`config.mk`:
```
export PLATFORM = sky130hd
export DESIGN_NAME = pc_unit
export DESIGN_NICKNAME = d
export VERILOG_FILES = /design/src/rtl/pc_pkg.sv /design/src/rtl/ret_stack.sv /design/src/rtl/pc_unit.sv
export SDC_FILE = /design/constraint.sdc
export NUM_CORES = 1
export LEC_CHECK = 0
export CORE_AREA = 2 2 56 58
export CTS_CLUSTER_SIZE = 16
export DETAILED_ROUTE_END_ITERATION = 6
export DIE_AREA = 0 0 58 60
export GPL_TIMING_DRIVEN = 1
export PLACE_DENSITY = 0.65
export SLEW_MARGIN = 20
export SYNTH_ARGS = -nofsm -noshare
export SYNTH_HDL_FRONTEND = slang
export SYNTH_SLANG_ARGS = --single-unit
```
`constraint.sdc`:
```
create_clock -name clk -period 3.2 [get_ports clk]
set_input_delay 0.64 -clock clk [delete_from_list [all_inputs] [get_ports clk]]
set_output_delay 0.64 -clock clk [all_outputs]
set_load 0.05 [all_outputs]
```
`src/rtl/pc_pkg.sv`:
```
`default_nettype none
// ============================================================================
// Module      : pc_pkg
// Description : Shared defaults and the command encoding for the program
//               counter and its return stack.
// Revision    : 1.0 - initial release
// ============================================================================
package pc_pkg;

    localparam int PC_WIDTH = 16;
    localparam int PC_DEPTH = 8;

    // One command wins each cycle; the encoder in pc_unit picks it.
    typedef enum logic [2:0] {
        CMD_HOLD = 3'd0,
        CMD_INC  = 3'd1,
        CMD_LOAD = 3'd2,
        CMD_CALL = 3'd3,
        CMD_RET  = 3'd4
    } cmd_e;

endpackage
`default_nettype wire

```
`src/rtl/ret_stack.sv`:
```
`default_nettype none
// ============================================================================
// Module      : ret_stack
// Description : DEPTH x WIDTH LIFO holding return addresses. The caller only
//               pushes when not full and only pops when not empty.
// Revision    : 1.0 - initial release
// ============================================================================
module ret_stack #(
    parameter int WIDTH = 16,
    parameter int DEPTH = 8
) (
    input  logic             clk,
    input  logic             rst,
    input  logic             push,
    input  logic             pop,
    input  logic [WIDTH-1:0] din,
    output logic [WIDTH-1:0] dout,
    output logic             full,
    output logic             empty
);

    localparam int C_AW  = $clog2(DEPTH);
    localparam int C_SPW = C_AW + 1;

    // sp counts entries (0..DEPTH), so it needs one bit more than an index.
    logic [C_SPW-1:0] r_sp;
    logic [WIDTH-1:0] r_mem [DEPTH];
    logic [C_AW-1:0]  w_wr_idx;
    logic [C_AW-1:0]  w_rd_idx;

    assign w_wr_idx = r_sp[C_AW-1:0];
    assign w_rd_idx = r_sp[C_AW-1:0] - C_AW'(1);

    assign dout  = r_mem[w_rd_idx];
    assign full  = (r_sp == C_SPW'(DEPTH));
    assign empty = (r_sp == '0);

    // Stack pointer: reset discards all entries immediately.
    always_ff @(posedge clk or posedge rst) begin
        if (rst) begin
            r_sp <= '0;
        end else if (push) begin
            r_sp <= r_sp + C_SPW'(1);
        end else if (pop) begin
            r_sp <= r_sp - C_SPW'(1);
        end
    end

    // Storage is never observable after reset, so it carries no reset.
    always_ff @(posedge clk) begin
        if (push) begin
            r_mem[w_wr_idx] <= din;
        end
    end

endmodule
`default_nettype wire

```
`src/rtl/pc_unit.sv`:
```
`default_nettype none
// ============================================================================
// Module      : pc_unit
// Description : Hack-style program counter with jump, increment and an
//               optional hardware return stack (call/ret).
//               Build option: define PC_STACK_EN to build the return stack;
//               without it call acts as load and ret acts as hold.
// Revision    : 1.0 - initial release
// ============================================================================
module pc_unit
    import pc_pkg::*;
#(
    parameter int WIDTH = PC_WIDTH,
    parameter int DEPTH = PC_DEPTH
) (
    input  logic             clk,
    input  logic             rst,
    input  logic [WIDTH-1:0] in,
    input  logic             load,
    input  logic             inc,
    input  logic             call,
    input  logic             ret,
    output logic [WIDTH-1:0] out,
    output logic             full,
    output logic             empty,
    output logic             ovf,
    output logic             unf
);

    cmd_e             w_cmd;
    logic [WIDTH-1:0] r_pc;
    logic [WIDTH-1:0] w_pc_next;
    logic [WIDTH-1:0] w_pc_plus1;

    // Increment wraps silently at 2^WIDTH.
    assign w_pc_plus1 = r_pc + WIDTH'(1);
    assign out        = r_pc;

`ifdef PC_STACK_EN
    logic             w_push;
    logic             w_pop;
    logic [WIDTH-1:0] w_top;
    logic             w_full;
    logic             w_empty;
    logic             r_ovf;
    logic             r_unf;

    // Priority encoder: ret > call > load > inc > hold.
    always_comb begin
        w_cmd = CMD_HOLD;
        if (ret) begin
            w_cmd = CMD_RET;
        end else if (call) begin
            w_cmd = CMD_CALL;
        end else if (load) begin
            w_cmd = CMD_LOAD;
        end else if (inc) begin
            w_cmd = CMD_INC;
        end
    end

    // An illegal call/ret is dropped entirely; only its sticky flag records it.
    assign w_push = (w_cmd == CMD_CALL) && !w_full;
    assign w_pop  = (w_cmd == CMD_RET)  && !w_empty;

    ret_stack #(
        .WIDTH (WIDTH),
        .DEPTH (DEPTH)
    ) u_ret_stack (
        .clk   (clk),
        .rst   (rst),
        .push  (w_push),
        .pop   (w_pop),
        .din   (w_pc_plus1),
        .dout  (w_top),
        .full  (w_full),
        .empty (w_empty)
    );

    // Next program counter for the winning command.
    always_comb begin
        w_pc_next = r_pc;
        case (w_cmd)
            CMD_RET:  if (!w_empty) w_pc_next = w_top;
            CMD_CALL: if (!w_full)  w_pc_next = in;
            CMD_LOAD: w_pc_next = in;
            CMD_INC:  w_pc_next = w_pc_plus1;
            default:  w_pc_next = r_pc;
        endcase
    end

    // Sticky overflow/underflow flags, cleared only by reset.
    always_ff @(posedge clk or posedge rst) begin
        if (rst) begin
            r_ovf <= 1'b0;
            r_unf <= 1'b0;
        end else begin
            if ((w_cmd == CMD_CALL) && w_full) begin
                r_ovf <= 1'b1;
            end
            if ((w_cmd == CMD_RET) && w_empty) begin
                r_unf <= 1'b1;
            end
        end
    end

    assign full  = w_full;
    assign empty = w_empty;
    assign ovf   = r_ovf;
    assign unf   = r_unf;
`else
    // ret has no meaning without a stack.
    logic w_unused_ret;
    assign w_unused_ret = ret;

    // Priority encoder without a stack: load|call > inc > hold.
    always_comb begin
        w_cmd = CMD_HOLD;
        if (load || call) begin
            w_cmd = CMD_LOAD;
        end else if (inc) begin
            w_cmd = CMD_INC;
        end
    end

    // Next program counter for the winning command.
    always_comb begin
        w_pc_next = r_pc;
        case (w_cmd)
            CMD_LOAD: w_pc_next = in;
            CMD_INC:  w_pc_next = w_pc_plus1;
            default:  w_pc_next = r_pc;
        endcase
    end

    assign full  = 1'b0;
    assign empty = 1'b1;
    assign ovf   = 1'b0;
    assign unf   = 1'b0;
`endif

    // Program counter register.
    always_ff @(posedge clk or posedge rst) begin
        if (rst) begin
            r_pc <= '0;
        end else begin
            r_pc <= w_pc_next;
        end
    end

endmodule
`default_nettype wire

```
==> images/layer_met3.png <==
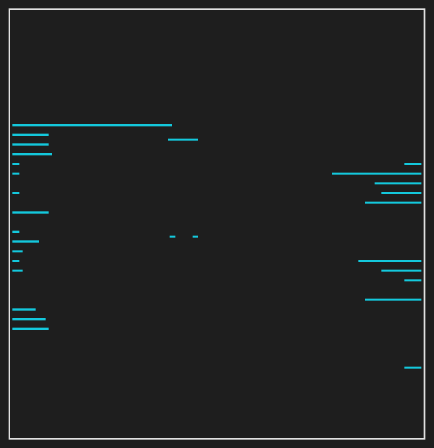
The layer carries 127 µm of wire. 27 nets have wire on it. The wires run mostly horizontal.

==> images/congestion.png <==
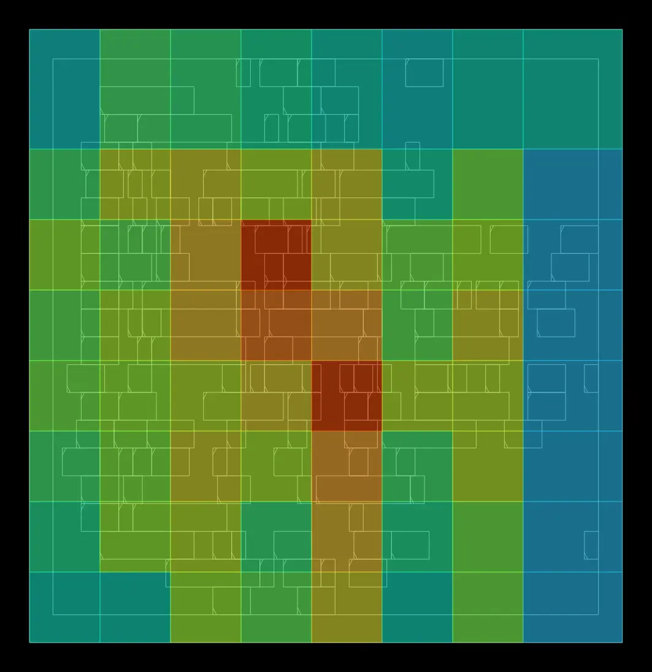
fin util: 46.5%
met1 Use GR: 15.7%

==> images/logic_types.png <==
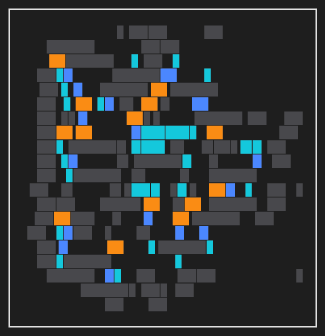
Blue shows aoi and oai cells, cells 16, most used a21oi_1. Cyan shows nor cells, cells 28, most used nor2_1. Orange shows xor and xnor cells, cells 14, most used xnor2_1.

==> qor.csv <==
metric,value,unit
dp_hpwl,1610,µm
cts_root_buffer,clkbuf_4,
synth_cell_types,22,
logic_area,507,µm²
ir_worst_vdd,0.000184,V
drive_gt1_share,9.15,%
grt_pass1_wl,3430,µm
wire_per_inst,12.0,µm
vias_per_cell,4.94,
antenna_found_initial,0,
worst-endpoint-required,2560,ps
core,0.00290,mm²
crit_path_cell_trace,clkdlybuf4s50_1,
drtPass1Iterations,4,
flop_area,400,µm²
ctsResizeCount,0,
final_cells,175,
grt_pass1_vias,832,
ys.warnings.count,0,
routabilityCongestion,0.732,
largest_reg_flops,16,
setup_viol,0,
num_antenna_cells,0,
status,"complete, no violations",
final_nets,167,
cts_num_sinks,16,
worst-path-stages,1,
leakage,0.505,nW
timing.rr.start,out[0],
drt_iter0_drc,12,
cts_tree,yes,
cp_max_fo,6,
worstHoldPathCells,2,
dp.cells,172,
syn_avg_cell_area,8.84,µm²
ys_seq_share,41.9,%
area_growth_syn_to_layout,41.4,%
fill_cells,308,
port_buffers,36,
htreeDepth,1,
die_x,58,µm
==> images/io_fan.png <==
The bar under the picture is 20 µm long.
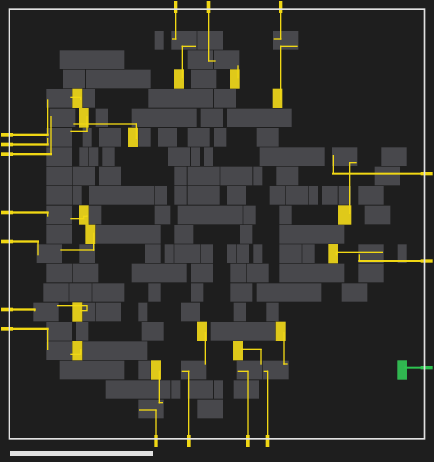
Green shows full, bits 1, direction output, edge east, end cells 1, buffers 0, wire 2.20 µm. Yellow shows in, bits 16, direction input, edge 7 west, 4 south, 3 north, 2 east, end cells 16, buffers 16, wire 210 µm.

==> images/detail.png <==
The bar under the picture is 10 µm long. Region (2, 2) to (27, 27) µm. Cells in gray, sequential cells in the stronger gray; small squares are vias.
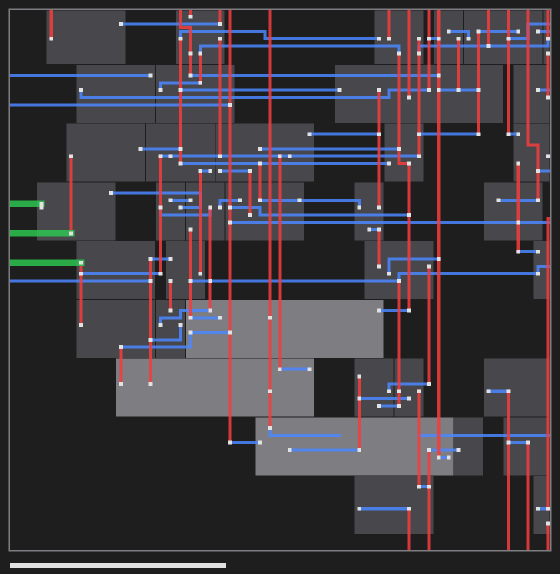
Blue shows metal 1. Green shows metal 3. Red shows metal 2.
Sequential cells in the window: 3. Most frequent: clkdlybuf4s50_1 (10), nor2_1 (4), a21oi_1 (4). Netlist names of flops here include out (3). 35 logic cells have their middle in the window.

## worst reg2reg max path, cell delays in order (launching register included)
cell and delay [ps]:
dfrtp_1 470, ha_1 250, nand4_4 170, nor4_2 350, xnor2_1 180, a21oi_2 70
## report_power, final
part / leakage (nW) / switching (W) / internal, W
logic: 0.308 / 0.000123 / 0.0000782
registers: 0.183 / 0.0000276 / 0.000220
clock network: 0.0138 / 0.0000605 / 0.0000437
## area by class of cell
cell class	instances	area share (%)
multi-input cells	83	37.5
inverters	3	0.834
flip-flops and latches	16	29.7
clock buffers	3	1.67
well taps	33	3.06
repair buffers	37	27.2
## cell families after synthesis
family	Yosys count	share of synthesized area, %
compound gates	17	10.1
xor+xnor	14	12.8
fa+ha+maj	1	1.31
buf+inv	11	6.03
flops	16	41.9
mux	1	1.05
other cells	2	0.787
simple gates	46	26.0
## through the flow
stage | power (W) | instance area, µm² | utilization, % | hold WS (ps) | worst slack (ps)
final | 0.000553 | 1350 | 46.5 | 610 | 908
after floorplan | 0.000381 | 962 | - | 554 | 1370
after CTS | 0.000560 | 1350 | 46.5 | 621 | 899
after global routing | 0.000583 | 1350 | 46.5 | 639 | 836
after detailed placement | 0.000454 | 1330 | 45.7 | 601 | 971
after global placement | 0.000451 | 1330 | 45.7 | 591 | 983
## worst paths after layout
kind,end,slack (ps)
setup / recovery,out[3],910
hold / removal,out[15],610
setup reg to reg,out[14],1610
hold reg to reg,out[15],610
max in group asynchronous,out[3],2080
min in group asynchronous,out[14],720
## cell usage after synthesis
cell | instances | area, µm²
ha_1 | 1 | 12.5
nor3_1 | 5 | 25.0
dfrtp_1 | 16 | 400
nand2_1 | 7 | 26.3
nor2_1 | 19 | 71.3
o21ai_0 | 1 | 5.00
nor4_2 | 3 | 37.5
nand3_1 | 5 | 25.0
a21oi_1 | 13 | 65.1
inv_1 | 3 | 11.3
nand4_1 | 5 | 31.3
buf_4 | 4 | 30.0
mux2i_1 | 1 | 10.0
a31o_2 | 1 | 8.76
xnor2_1 | 11 | 96.3
a21oi_2 | 2 | 17.5
clkbuf_1 | 3 | 11.3
conb_1 | 2 | 7.51
buf_2 | 1 | 5.00
xor2_1 | 3 | 26.3
nand4_4 | 1 | 21.3
nor3_2 | 1 | 10.0
## layer usage
metal | part of all wire (%) | vias up | routed length, µm | track usage [%]
li1 | - | 425 | - | -
met1 | 45 | 407 | 942 | 15.7
met2 | 48 | 28 | 1000 | 22.2
met3 | 6.0 | 4 | 126 | 2.38
met4 | 1.4 | 0 | 29 | 6.64
met5 | 0 | - | 0 | 0
No activity file was given, so power comes from the tool's default toggle rates.
